<file path="config.mk">
export PLATFORM = sky130hd
export DESIGN_NAME = dpwm_comparador
export DESIGN_NICKNAME = d
export VERILOG_FILES = /design/src/rtl/dpwm_comparador.sv
export SDC_FILE = /design/constraint.sdc
export NUM_CORES = 1
export LEC_CHECK = 0
export ABC_AREA = 1
export CAP_MARGIN = 20
export CELL_PAD_IN_SITES_DETAIL_PLACEMENT = 0
export CELL_PAD_IN_SITES_GLOBAL_PLACEMENT = 2
export CORE_MARGIN = 2
export CORE_UTILIZATION = 28
export DETAILED_ROUTE_END_ITERATION = 8
export PLACE_DENSITY = 0.77
export SLEW_MARGIN = 40
export SYNTH_ARGS = -nofsm -noshare
export SYNTH_HDL_FRONTEND = slang
export SYNTH_SLANG_ARGS = --single-unit
</file>
<file path="constraint.sdc">
create_clock -name CLK -period 2.4 [get_ports CLK]
set_input_delay 0.48 -clock CLK [delete_from_list [all_inputs] [get_ports CLK]]
set_output_delay 0.48 -clock CLK [all_outputs]
set_load 0.02 [all_outputs]
</file>
<file path="src/rtl/dpwm_comparador.sv">
// Digital PWM comparator: stepped duty request (sube/baja), period-aligned duty load, registered pwm.
// Optional complementary output enabled by `define PWM_COMPLEMENTARIO_EN (otherwise pwm_n is tied 0).
module dpwm_comparador (
  input  logic       CLK,
  input  logic       reset,
  input  logic [9:0] cuenta,
  input  logic       sube,
  input  logic       baja,
  output logic [9:0] duty,
  output logic       pwm,
  output logic       pwm_n
);

  localparam logic [9:0] DUTY_RST = 10'd500;
  localparam logic [9:0] DUTY_MAX = 10'd1000;
  localparam logic [9:0] STEP     = 10'd50;

  logic       sube_q, baja_q;
  logic [9:0] duty_sig_q, duty_sig_d;
  logic [9:0] duty_q, duty_d;
  logic       pwm_q, pwm_d;
  logic       sube_edge, baja_edge, boundary;
  logic [9:0] thr;

  assign sube_edge = sube & ~sube_q;
  assign baja_edge = baja & ~baja_q;
  assign boundary  = (cuenta == 10'd0);

  // Saturation tests happen before the add/subtract, so no wrap is possible.
  always_comb begin
    duty_sig_d = duty_sig_q;
    if (sube_edge && !baja_edge)
      duty_sig_d = (duty_sig_q >= DUTY_MAX - STEP) ? DUTY_MAX : duty_sig_q + STEP;
    else if (baja_edge && !sube_edge)
      duty_sig_d = (duty_sig_q <= STEP) ? 10'd0 : duty_sig_q - STEP;
  end

  // At the boundary the period starts on the pending value already latched
  // (an edge in this same cycle only lands one period later).
  always_comb begin
    duty_d = boundary ? duty_sig_q : duty_q;
    thr    = boundary ? duty_sig_q : duty_q;
    pwm_d  = (thr >= DUTY_MAX) || (cuenta < thr);
  end

  always_ff @(posedge CLK) begin
    if (reset) begin
      sube_q     <= 1'b0;
      baja_q     <= 1'b0;
      duty_sig_q <= DUTY_RST;
      duty_q     <= DUTY_RST;
      pwm_q      <= 1'b0;
    end else begin
      sube_q     <= sube;
      baja_q     <= baja;
      duty_sig_q <= duty_sig_d;
      duty_q     <= duty_d;
      pwm_q      <= pwm_d;
    end
  end

`ifdef PWM_COMPLEMENTARIO_EN
  logic pwm_n_q;
  always_ff @(posedge CLK) begin
    if (reset) pwm_n_q <= 1'b0;
    else       pwm_n_q <= ~pwm_d;
  end
  assign pwm_n = pwm_n_q;
`else
  assign pwm_n = 1'b0;
`endif

  assign duty = duty_q;
  assign pwm  = pwm_q;

endmodule

</file>
clock_wires.png
The bar under the picture is 20 µm long.
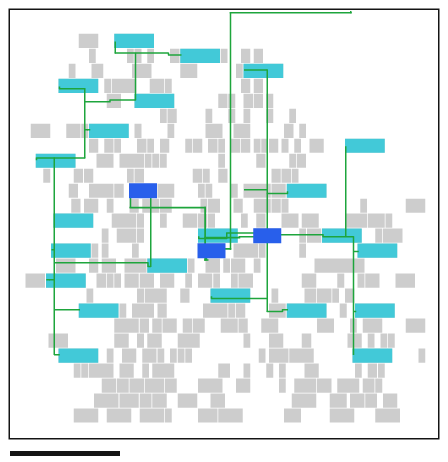
[blue] clock-net drivers | count: 3
[cyan] flip-flops | count: 22
[green] clock wires | length: 385 µm
routed clock nets: 4
clock group power: 276 µW
clock power share: 27.5%
Clock Skews: 4.55 ps

pinout.png
Pins as bars across the die edge, other pins in gray.
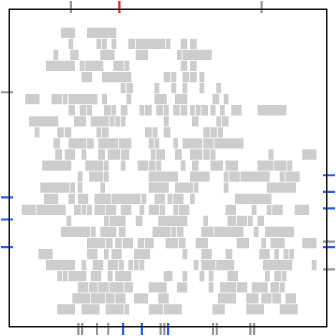
| color | port | pins | direction | edge |
|---|---|---|---|---|
| red | `sube` | 1 | input | top |
| blue | `duty` | 10 | output | 4 right, 3 left, 3 bottom |
all pins by edge: 13 bottom, 6 right, 4 left, 3 top

==> results.json <==
{
  "whs_endpoint": "duty[0]",
  "yosysWarnings": 0,
  "drive_gt1_share_pct": 22.1,
  "ant_nets": 0,
  "dp_hpwl_um": 3380,
  "drt_wl_total_um": 4370,
  "cts_tree": "done",
  "path_buffers": 3,
  "seq_power_uw": 419,
  "syn2layout_area_growth_pct": 44.0,
  "num_io_pins": 26,
  "fp_nets": 255,
  "setup_viol_count_final": 0,
  "synthesis.area_mm2": 0.00152,
  "top_cells_by_count": "nand2_1, inv_1, dfxtp_1, nor2_1, o21ai_0",
  "seq_cells": 22,
  "power_frac_seq_pct": 41.7,
  "fp_util_pct": 29.4,
  "crit_end": "pwm",
  "warnings": 28,
  "largest_reg_flops": 10,
  "die_y_um": 77.7,
  "regToRegEndpoint": "pwm",
  "seq_area_um2": 440,
  "rr_startpoint": "duty_sig_q[8]",
  "placedCellCount": 345,
  "max-vdd-ir-drop_mv": 0.259,
  "vias": 1584,
  "buffers": 55,
  "drv_slew": 0,
  "postCtsSetupBuffers": 2,
  "postCtsResizedCells": 14,
  "finish.utilization_pct": 42.3,
  "port_buffers": 24,
  "reg2reg_depth": 13,
  "ys_seq_share_pct": 29.0,
  "yosys-stat-cells": 230,
  "status": "finished, final reports clean",
  "post-route-period-util_pct": 88.4,
  "path_clk_slew_ps": 90,
  "leakagePower_uw": 0.00115,
  "ctsHoldBuffers": 0,
  "well_tap_count": 70,
  "track_usage_pct": 15.3,
  "seq_share_pct": 20.1
}
==> routing by layer <==
metal	track usage [%]	part of all wire (%)
met5	0	0
met4	4.64	1.2
met3	2.79	2.5
met2	25.0	46
met1	20.3	50
==> stage by stage <==
step | worst slack [ps] | hold slack (ps)
2_1_floorplan | 275 | 487
3_3_place_gp | -345 | 456
3_5_place_dp | -350 | 452
4_1_cts | 6.05 | 469
5_1_grt | 133 | 509
6_report | 279 | 467
==> kinds of logic after synthesis <==
family	after synthesis	synth area share, %
other	1	0.247
xor gates and xnor gates	7	4.03
and+or+nand+nor	98	28.2
buffers and inverters	40	10.9
adders and majority gates	11	9.05
AOI/OAI and AO/OA	51	18.5
DFF	22	29.0
No activity file was given, so power comes from the tool's default toggle rates.
